Fig. 1: pin placement
The bar under the picture is 20 um long. Pins as bars across the die edge, other pins in gray.
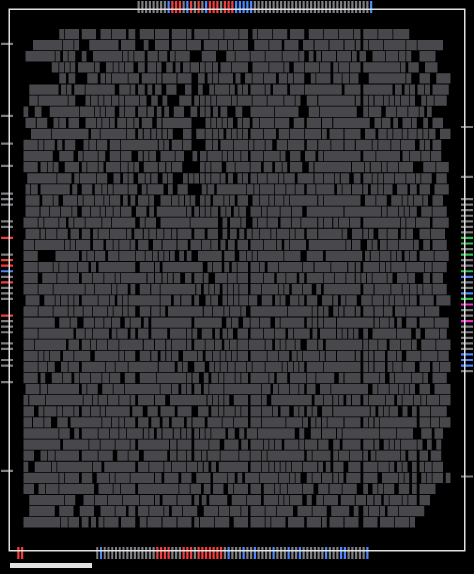
Fig. 2: clock routing
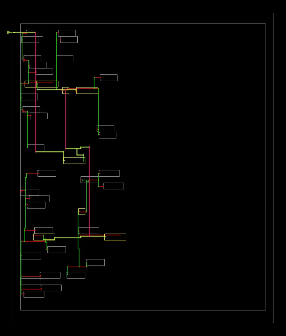
Fig. 3: register map, names as in the netlist
The bar under the picture is 20 um long. Other cells in gray.
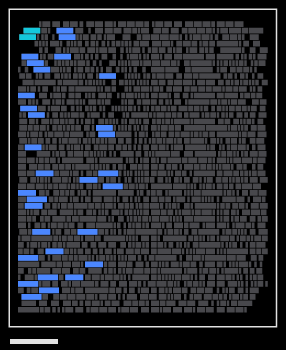
Fig. 4: the metal 1 layer
The bar under the picture is 20 um long.
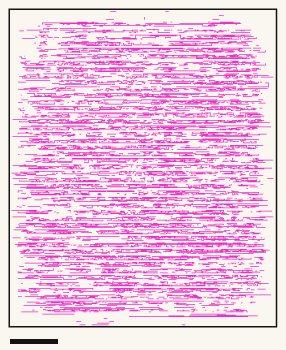
## src/rtl/pc_next_unit_if.sv

```systemverilog
// Interface bundle between the fetch/next-PC unit and the surrounding core.
// The slave modport is the unit; the master modport is the decode/execute side.
interface pc_next_unit_if #(
  parameter int XLEN   = 32,
  parameter int REG_AW = 5
);
  logic              stall;
  logic [25:0]       Instr;
  logic [1:0]        RegDst;
  logic              Branch;
  logic              Zero;
  logic              Jump;
  logic              JumpReg;
  logic [XLEN-1:0]   RegA;
  logic [XLEN-1:0]   PC;
  logic [XLEN-1:0]   PCPlus4;
  logic [XLEN-1:0]   SignImm;
  logic [XLEN-1:0]   PCBranch;
  logic [REG_AW-1:0] WriteReg;
  logic              instr_vld;
  logic              redirect;

  modport slave (
    input  stall, Instr, RegDst, Branch, Zero, Jump, JumpReg, RegA,
    output PC, PCPlus4, SignImm, PCBranch, WriteReg, instr_vld, redirect
  );

  modport master (
    output stall, Instr, RegDst, Branch, Zero, Jump, JumpReg, RegA,
    input  PC, PCPlus4, SignImm, PCBranch, WriteReg, instr_vld, redirect
  );
endinterface

```

## src/rtl/pc_next_unit.sv

```systemverilog
// Fetch/next-PC stage: PC register, branch/jump target generation, destination-register select.
// Define BRANCH_DELAY_SLOT_EN for a MIPS delay slot instead of a one-cycle FLUSH bubble.
module pc_next_unit #(
  parameter int              XLEN     = 32,
  parameter logic [XLEN-1:0] RESET_PC = '0,
  parameter int              REG_AW   = 5,
  parameter int              LINK_REG = 31
) (
  input  logic          clk,
  input  logic          reset,
  pc_next_unit_if.slave bus
);

`ifdef BRANCH_DELAY_SLOT_EN
  typedef enum logic [1:0] {BOOT, RUN, FLUSH, DSLOT} state_t;
`else
  typedef enum logic [1:0] {BOOT, RUN, FLUSH} state_t;
`endif

  state_t          state_q, state_d;
  logic [XLEN-1:0] pc_q, pc_d;
  logic [XLEN-1:0] pc_plus4, sign_imm, pc_branch, jta, jrta, target;
  logic            take, redirect, instr_vld;
  logic [REG_AW-1:0] write_reg;

  function automatic logic [XLEN-1:0] sext16(input logic [15:0] imm);
    return {{(XLEN-16){imm[15]}}, imm};
  endfunction

  function automatic logic [XLEN-1:0] word_align(input logic [XLEN-1:0] a);
    return a & {{(XLEN-2){1'b1}}, 2'b00};
  endfunction

  assign pc_plus4  = pc_q + XLEN'(4);
  assign sign_imm  = sext16(bus.Instr[15:0]);
  assign pc_branch = pc_plus4 + (sign_imm << 2);
  assign jta       = {pc_plus4[XLEN-1:28], bus.Instr, 2'b00};
  assign jrta      = word_align(bus.RegA);
  assign take      = bus.JumpReg | bus.Jump | (bus.Branch & bus.Zero);

  always_comb begin
    target = pc_plus4;
    if (bus.JumpReg)                target = jrta;
    else if (bus.Jump)              target = jta;
    else if (bus.Branch & bus.Zero) target = pc_branch;
  end

  always_comb begin
    write_reg = REG_AW'(bus.Instr[20:16]);
    case (bus.RegDst)
      2'b01:   write_reg = REG_AW'(bus.Instr[15:11]);
      2'b10:   write_reg = REG_AW'(LINK_REG);
      default: write_reg = REG_AW'(bus.Instr[20:16]);
    endcase
  end

`ifdef BRANCH_DELAY_SLOT_EN
  logic [XLEN-1:0] tgt_q, tgt_d;

  // Target captured at redirect so RegA is free to change during the delay slot
  always_ff @(posedge clk) begin
    tgt_q <= tgt_d;
  end
`endif

  always_comb begin
    state_d   = state_q;
    pc_d      = pc_q;
    redirect  = 1'b0;
    instr_vld = 1'b0;
`ifdef BRANCH_DELAY_SLOT_EN
    tgt_d     = tgt_q;
`endif
    case (state_q)
      BOOT: begin
        if (!bus.stall) state_d = RUN;
      end
      RUN: begin
        instr_vld = 1'b1;
        if (!bus.stall) begin
          if (take) begin
            redirect = 1'b1;
`ifdef BRANCH_DELAY_SLOT_EN
            tgt_d    = target;
            pc_d     = pc_plus4;
            state_d  = DSLOT;
`else
            pc_d     = target;
            state_d  = FLUSH;
`endif
          end else begin
            pc_d = pc_plus4;
          end
        end
      end
      FLUSH: begin
        if (!bus.stall) begin
          pc_d    = pc_plus4;
          state_d = RUN;
        end
      end
`ifdef BRANCH_DELAY_SLOT_EN
      DSLOT: begin
        instr_vld = 1'b1;
        if (!bus.stall) begin
          pc_d    = tgt_q;
          state_d = RUN;
        end
      end
`endif
      default: state_d = BOOT;
    endcase
  end

  // Reset wins over stall and applies in every state
  always_ff @(posedge clk) begin
    if (reset) begin
      state_q <= BOOT;
      pc_q    <= RESET_PC;
    end else begin
      state_q <= state_d;
      pc_q    <= pc_d;
    end
  end

  assign bus.PC        = pc_q;
  assign bus.PCPlus4   = pc_plus4;
  assign bus.SignImm   = sign_imm;
  assign bus.PCBranch  = pc_branch;
  assign bus.WriteReg  = write_reg;
  assign bus.instr_vld = instr_vld;
  assign bus.redirect  = redirect;

endmodule

```

## src/flat_wrapper.sv

```systemverilog
// flat-port wrapper written by rule: the top's interface ports become plain ports
module pc_next_unit_flat 
#(
  parameter int              XLEN     = 32,
  parameter logic [XLEN-1:0] RESET_PC = '0,
  parameter int              REG_AW   = 5,
  parameter int              LINK_REG = 31
)
  (clk, reset, bus_stall, bus_Instr, bus_RegDst, bus_Branch, bus_Zero, bus_Jump, bus_JumpReg, bus_RegA, bus_PC, bus_PCPlus4, bus_SignImm, bus_PCBranch, bus_WriteReg, bus_instr_vld, bus_redirect);
  pc_next_unit_if #(.XLEN(XLEN), .REG_AW(REG_AW)) bus_i ();
  input  logic clk;
  input  logic reset;
  input wire logic [$bits(bus_i.stall)-1:0] bus_stall;
  input wire logic [$bits(bus_i.Instr)-1:0] bus_Instr;
  input wire logic [$bits(bus_i.RegDst)-1:0] bus_RegDst;
  input wire logic [$bits(bus_i.Branch)-1:0] bus_Branch;
  input wire logic [$bits(bus_i.Zero)-1:0] bus_Zero;
  input wire logic [$bits(bus_i.Jump)-1:0] bus_Jump;
  input wire logic [$bits(bus_i.JumpReg)-1:0] bus_JumpReg;
  input wire logic [$bits(bus_i.RegA)-1:0] bus_RegA;
  output wire logic [$bits(bus_i.PC)-1:0] bus_PC;
  output wire logic [$bits(bus_i.PCPlus4)-1:0] bus_PCPlus4;
  output wire logic [$bits(bus_i.SignImm)-1:0] bus_SignImm;
  output wire logic [$bits(bus_i.PCBranch)-1:0] bus_PCBranch;
  output wire logic [$bits(bus_i.WriteReg)-1:0] bus_WriteReg;
  output wire logic [$bits(bus_i.instr_vld)-1:0] bus_instr_vld;
  output wire logic [$bits(bus_i.redirect)-1:0] bus_redirect;
  assign bus_i.stall = bus_stall;
  assign bus_i.Instr = bus_Instr;
  assign bus_i.RegDst = bus_RegDst;
  assign bus_i.Branch = bus_Branch;
  assign bus_i.Zero = bus_Zero;
  assign bus_i.Jump = bus_Jump;
  assign bus_i.JumpReg = bus_JumpReg;
  assign bus_i.RegA = bus_RegA;
  assign bus_PC = bus_i.PC;
  assign bus_PCPlus4 = bus_i.PCPlus4;
  assign bus_SignImm = bus_i.SignImm;
  assign bus_PCBranch = bus_i.PCBranch;
  assign bus_WriteReg = bus_i.WriteReg;
  assign bus_instr_vld = bus_i.instr_vld;
  assign bus_redirect = bus_i.redirect;
  pc_next_unit #(.XLEN(XLEN), .RESET_PC(RESET_PC), .REG_AW(REG_AW), .LINK_REG(LINK_REG)) u_core (.clk(clk), .reset(reset), .bus(bus_i));
endmodule
```

## config.mk

```make
export PLATFORM = sky130hd
export DESIGN_NAME = pc_next_unit_flat
export DESIGN_NICKNAME = d
export VERILOG_FILES = /design/src/rtl/pc_next_unit_if.sv /design/src/rtl/pc_next_unit.sv /design/src/flat_wrapper.sv
export SDC_FILE = /design/constraint.sdc
export NUM_CORES = 1
export LEC_CHECK = 0
export ABC_AREA = 1
export ABC_CLOCK_PERIOD_IN_PS = 3900
export CAP_MARGIN = 0
export CORE_ASPECT_RATIO = 1.2
export CORE_MARGIN = 3
export CORE_UTILIZATION = 45
export DETAILED_ROUTE_END_ITERATION = 7
export PLACE_DENSITY = 0.85
export SLEW_MARGIN = 30
export SYNTH_ARGS = -nofsm -noshare
export SYNTH_HDL_FRONTEND = slang
export SYNTH_SLANG_ARGS = --single-unit
```

## constraint.sdc

```tcl
create_clock -name clk -period 3.9 [get_ports clk]
set_clock_uncertainty 0.15 [all_clocks]
set_input_delay 0.78 -clock clk [delete_from_list [all_inputs] [get_ports clk]]
set_output_delay 0.78 -clock clk [all_outputs]
set_load 0.02 [all_outputs]
```

==> flow_summary.toml <==
# yosys + openroad results
[sta]
setup_slack_ns = -0.340
fin_crit_sh_pct = 109
slew-limit-headroom_pct = 24.8
whs_ns = 0.367
setup_viol = 26
hold_viol = 0

[finish]
layout_top_cell = "nand2_1"
final_cells = 1705
nNetsFinal = 1647
register_area_um2 = 684
comb_share_pct = 49.6
final-clk-cell-share_pct = 1.33
antenna_cells = 0
layout.nonclk_buf_share_pct = 35.6
drive_gt1_share_pct = 42.1
final-comb-area_um2 = 5730
lay_top_cells = "300 x nand2_1, 274 x buf_4, 166 x clkdlybuf4s50_1"
num-multi-input-gates = 853

[outcome]
violations = "negative setup slack"
outcome = "complete, but fails checks"

[yosys]
synth_top_area_share_pct = 25.0
top_area_cell = "nand2_1"
edf_count = 0
synth_area_um2 = 5990
syn_inst = 1119
postSynth.asyncResetShare_pct = 0
yosysSeqAreaShare_pct = 10.7
synth-seq-cells = 32
synth_warnings = 0
top_cells_by_count = "399 x nand2_1, 168 x inv_1, 84 x a21oi_1"

[worst_setup_path]
endpoint_kind = "output pin"
path_class = "flop to output pin"
cp_cell_sequence = "nand2_2 -> nor3_4 -> nand2_2 -> inv_2 -> nand3_1 -> nand2_2 -> inv_2 -> ha_4 -> buf_4 -> nand2_2 -> nor2_2 -> buf_4 -> nand2_1 -> nor2_1 -> nand2_1 -> nand3_2 -> nand2_2 -> and2_4 -> buf_6"
reg2reg_depth = 25
cp_max_fo = 4
required_ns = 2.97
cpMaxStageDelayCell = "dfxtp_2"
crit_path_start = "u_core.bus.PC[8]"
ff2ff_setup_slack_ns = 0.23

[clock_network]
cts_tree = "yes"
cts_max_path_buffers = 2

[global_routing]
grt_use_met2_pct = 65.4
globalRouteOverflowTotal = 0
grt.busiest_layer = "met2"
grt_use_met3_pct = 5.33
grt_use_total_pct = 38.4

[min_path]
hp-class = "flop to flop"
holdPathEnd = "u_core.state_q[0]"

[power_and_ir_drop]
p_clk_share_pct = 17.4
net-switching-power_uw = 1060
switching_share_pct = 44.4

[routing]
drtIter0Drc = 1287
drtPass1Iterations = 8
vias_per_cell = 5.85

[place]
gp_congestion = 0.983
port-buffer-count = 193

[flow_run]
maxCapViolCount = 0

[floorplan]
rows = 45
Notes on Fig. 1 above:
green -> bus_WriteReg  # pins 5, direction output, edge right
magenta -> bus_RegDst  # pins 2, direction input, edge right
red -> bus_RegA  # pins 32, direction input, edge 16 bottom, 11 top, 5 left
blue -> bus_Instr  # pins 26, direction input, edge 11 bottom, 9 top, 5 right, 1 left
all pins by edge = 75 bottom, 63 top, 35 right, 29 left
Die W: 111 um
Die Height: 132 um

Notes on Fig. 2 above:
clk_lat worst skew: 0.29 ns
CTS Buf Count: 5
num sequential: 32
Clk power: 416 uW
Clock Sinks: 32

Notes on Fig. 3 above:
cyan -> u_core.state_q  # flops 2
blue -> u_core.bus.PC  # flops 30
flop share of the area: 5.93%
Final Util: 90.0%
seq pwr: 372 uW

Notes on Fig. 4 above:
wire length on this layer = 12,400 um
nets with wire on the layer = 1,541
Detailed Route WL: 36,500 um
GR Layer Usage met1: 46.5%
total number of vias: 9,978

## per-layer routing
layer  up-vias  wire [um]
met1      4533      12400
met5         -          0
met4         0       3140
li1       4304          -
met3       279       4030
met2       862      16900
## state kept, by name, indices dropped and copies added, names as in the netlist
signal / flops
u_core.bus.PC: 30
u_core.state_q: 2
## cell families (layout without fill, tap and decap cells)
logic type,Yosys count,in the layout,share of synthesized area (%)
AND-OR/OR-AND,142,142,13.1
flip-flops,32,32,10.7
adder cells (fa/ha/maj),40,40,8.48
XOR/XNOR,22,22,3.34
buffers and inverters,239,656,18.0
other,1,6,0.0626
AND/OR/NAND/NOR,643,643,46.3
## repair_timing
item	in CTS	in global routing
resized	292	240
setup buffers	24	24
pin swaps	71	105
endpoints found under the setup margin	26	26
gates cloned	0	0
Power is estimated from default activity; no workload was simulated.
